==> config.mk <==
export PLATFORM = sky130hd
export DESIGN_NAME = cordic_seq_ctrl
export DESIGN_NICKNAME = d
export VERILOG_FILES = /design/src/rtl/cordic_pkg.sv /design/src/rtl/cordic_iter_counter.sv /design/src/rtl/cordic_seq_ctrl.sv
export SDC_FILE = /design/constraint.sdc
export NUM_CORES = 1
export LEC_CHECK = 0
export CAP_MARGIN = 20
export CELL_PAD_IN_SITES_DETAIL_PLACEMENT = 0
export CELL_PAD_IN_SITES_GLOBAL_PLACEMENT = 1
export CORE_MARGIN = 4
export CORE_UTILIZATION = 39
export CTS_CLUSTER_SIZE = 30
export DETAILED_ROUTE_END_ITERATION = 8
export GPL_ROUTABILITY_DRIVEN = 0
export PLACE_DENSITY_LB_ADDON = 0.3
export SLEW_MARGIN = 20
export SYNTH_ARGS = -nofsm -noshare
export SYNTH_HDL_FRONTEND = slang
export SYNTH_SLANG_ARGS = --single-unit
==> constraint.sdc <==
create_clock -name clk -period 2.74 [get_ports clk]
set_clock_uncertainty 0.1 [all_clocks]
set_input_delay 0.411 -clock clk [delete_from_list [all_inputs] [get_ports clk]]
set_output_delay 0.411 -clock clk [all_outputs]
set_load 0.01 [all_outputs]
**Run 1: placed cells, one color a class**

The bar under the picture is 20 um long. Fill, decap, tap and diode cells in gray.
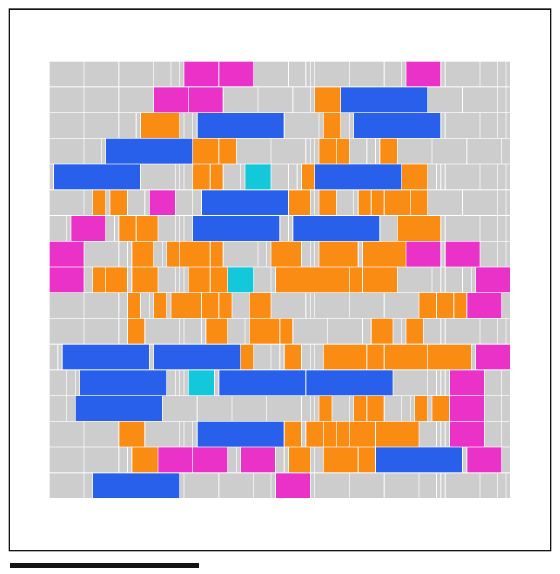
Key: blue = flops [cells 18, share of their area 39%]; cyan = clock drivers [cells 3, share of their area 1.9%]; orange = combinational and other logic [cells 75, share of their area 41%]; magenta = other buffers and delay cells [cells 22, share of their area 19%]
CORE AREA: 2250 um^2
flop share of the area: 0.374

**Run 1: signal wires by layer**

The bar under the picture is 20 um long. Two of the layers only.
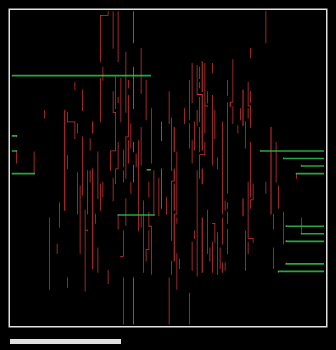
Key: green = metal 3 [wire length 95.9 um]; red = metal 2 [wire length 894 um]
WL final: 1880 um
All-Layer GR Usage: 0.131
routed len/inst: 12.8 um
vias post-DR: 766

**Run 1: placement density heat map**

11 x 11 tiles, from black (low) to pale yellow (high), 0 to 100% covered.
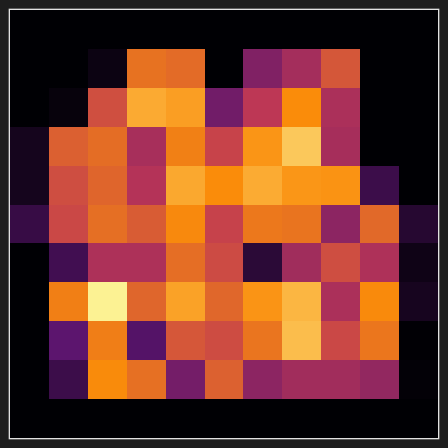
The densest ninth of the die: center. 33% of the tiles are nearly empty. 12% of the tiles are over 75% full. The fullest tile reaches 97%. The mean over all tiles is 36%.
fin util: 0.534
Initial Utilization: 0.417

**Run 1: routing congestion**

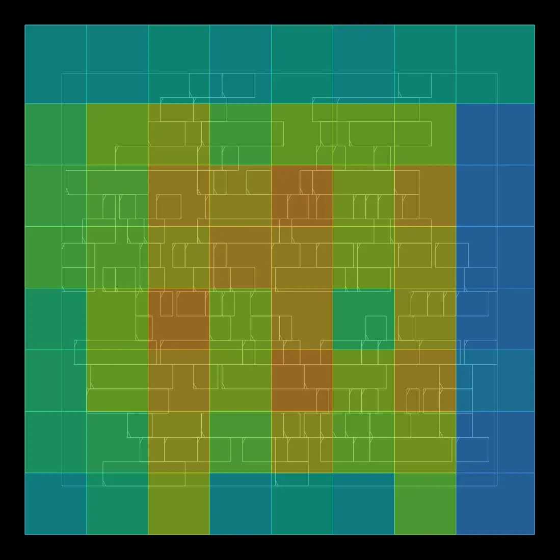
layer with the highest usage: met2
M1 GR Usage: 0.172

==> flow_summary_export.csv <==
group,metric,value,unit
final_layout,diodes,0,
timing,period_used_share,0.884,
logic_synthesis,mux_area_frac,0.0333,
cts,cts_tree,"built",
cts,numCtsBuffers,3,
logic_synthesis,ys_seq_frac,0.479,
timing,worst_slew_pin_slew,0.792,ns
grt,globalRoute.totalOverflow,0,
grt,antenna_found_initial,0,
logic_synthesis,top_cells_by_area,"dfrtp_1 48%, ha_1 8.0%, a21oi_1 5.3%",
timing,rsz0062_at_grt,"false",
critical_path,cp_top_family,"buffers and inverters",
critical_path,worst_path_largest_cell_delay,0.55,ns
critical_path,slowest_stage,"clkdlybuf4s50_1",
logic_synthesis,synth_warnings,0,
final_layout,fin_cells,146,
power_and_ir_drop,power_density,1090,nW/um^2
logic_synthesis,synth.largest_area_cell,"dfrtp_1",
floorplanning,die_x,57.1,um
critical_path,arrival,1.91,ns
timing,setup_tns,0,ns
route,dr.pass1.iters,4,
logic_synthesis,top_cell_area_share,0.479,
timing,post-route-min-period,2.42,ns
logic_synthesis,synth.avg_cell_area,9.89,um^2
flow_run,maxCapViolCount,0,
critical_path,start_kind,"register",
floorplanning,dieArea,3260,um^2
route,vias_per_cell,5.25,
logic_synthesis,ys_sh_xor,0.00932,
final_layout,drive_gt1_frac,0.0847,
min_path,whs_path_depth,1,
placed_design,dp_hpwl,1430,um
logic_synthesis,synth_cells,95,
logic_synthesis,ys_sh_adder,0.0799,
logic_synthesis,ys_dominant_reg_cell,"dfrtp_1",
final_layout,nets,132,
floorplanning,die_y,57.1,um
logic_synthesis,synthSimpleGateAreaFrac,0.182,
critical_path,crit_path_cell_trace,"ha_1 -> and3_1 -> o21ai_0 -> a21oi_1 -> clkdlybuf4s50_1",
logic_synthesis,synth_area,940,um^2
timing,setup_viol,0,
cts,post_cts_buffers,0,
route,drc,0,
critical_path,critPathKind,"reg2out",
cts,post_cts_resized,0,
logic_synthesis,ys.flops,18,
logic_synthesis,synthAoiAreaFrac,0.177,
critical_path,rrSetupSlack,1.03,ns
critical_path,crit_fanout,6,
logic_synthesis,synthTopLogicFamily,"simple AND/OR/NAND/NOR gates",
outcome,status,"complete, no violations",
placed_design,dp.cells,143,
cts,postCtsHoldBufs,0,
cts,insertion_delay,0.28,ns
grt,grt_pass1_vias,753,
logic_synthesis,ys_cells,95,
route,drt_iter0_drc,6,
final_layout,fillers,230,
critical_path,cp.depth,5,
final_layout,logic_area,453,um^2
cts,cts_max_path_buffers,2,
run 1: cell families (layout without fill, tap and decap cells):
group / count (synthesis) / count (layout)
adders and majority gates: 6 / 6
DFF: 18 / 18
muxes: 3 / 3
and+or+nand+nor: 31 / 31
AOI/OAI and AO/OA: 27 / 27
xor gates and xnor gates: 1 / 1
buffers and inverters: 9 / 32
run 1: per-stage QoR:
| stage | util | setup WS, ns | hold slack (ns) | instance area (um^2) | total power [uW] |
|---|---|---|---|---|---|
| after floorplan | - | 1.09 | 0.0154 | 940 | 867 |
| after global placement | 0.524 | 0.662 | 0.364 | 1180 | 1180 |
| after detailed placement | 0.524 | 0.629 | 0.371 | 1180 | 1200 |
| after CTS | 0.534 | 0.307 | 0.393 | 1200 | 1330 |
| after global routing | 0.534 | 0.185 | 0.417 | 1200 | 1440 |
| final | 0.534 | 0.319 | 0.387 | 1200 | 1310 |
run 1: final cells by class:
type / instances / area share
Multi-Input combinational cell: 68 / 0.376
Timing Repair Buffer: 22 / 0.181
Sequential cell: 18 / 0.374
Clock buffer: 3 / 0.0187
Inverter: 7 / 0.0218
Tap cell: 28 / 0.0291
run 1: routing by layer:
layer,up-vias,share of wire,global-route usage
li1,389,-,-
met4,0,0.0091,0.0497
met3,2,0.051,0.0294
met5,-,0,0
met2,15,0.48,0.210
met1,360,0.46,0.172
run 1: report_power, final:
part | switching [uW] | leakage (uW) | internal (uW)
sequential | 175 | 0.000213 | 376
combinational | 266 | 0.000300 | 366
clock | 73.8 | 0.0000138 | 51.0
No activity file was given, so power comes from the tool's default toggle rates.
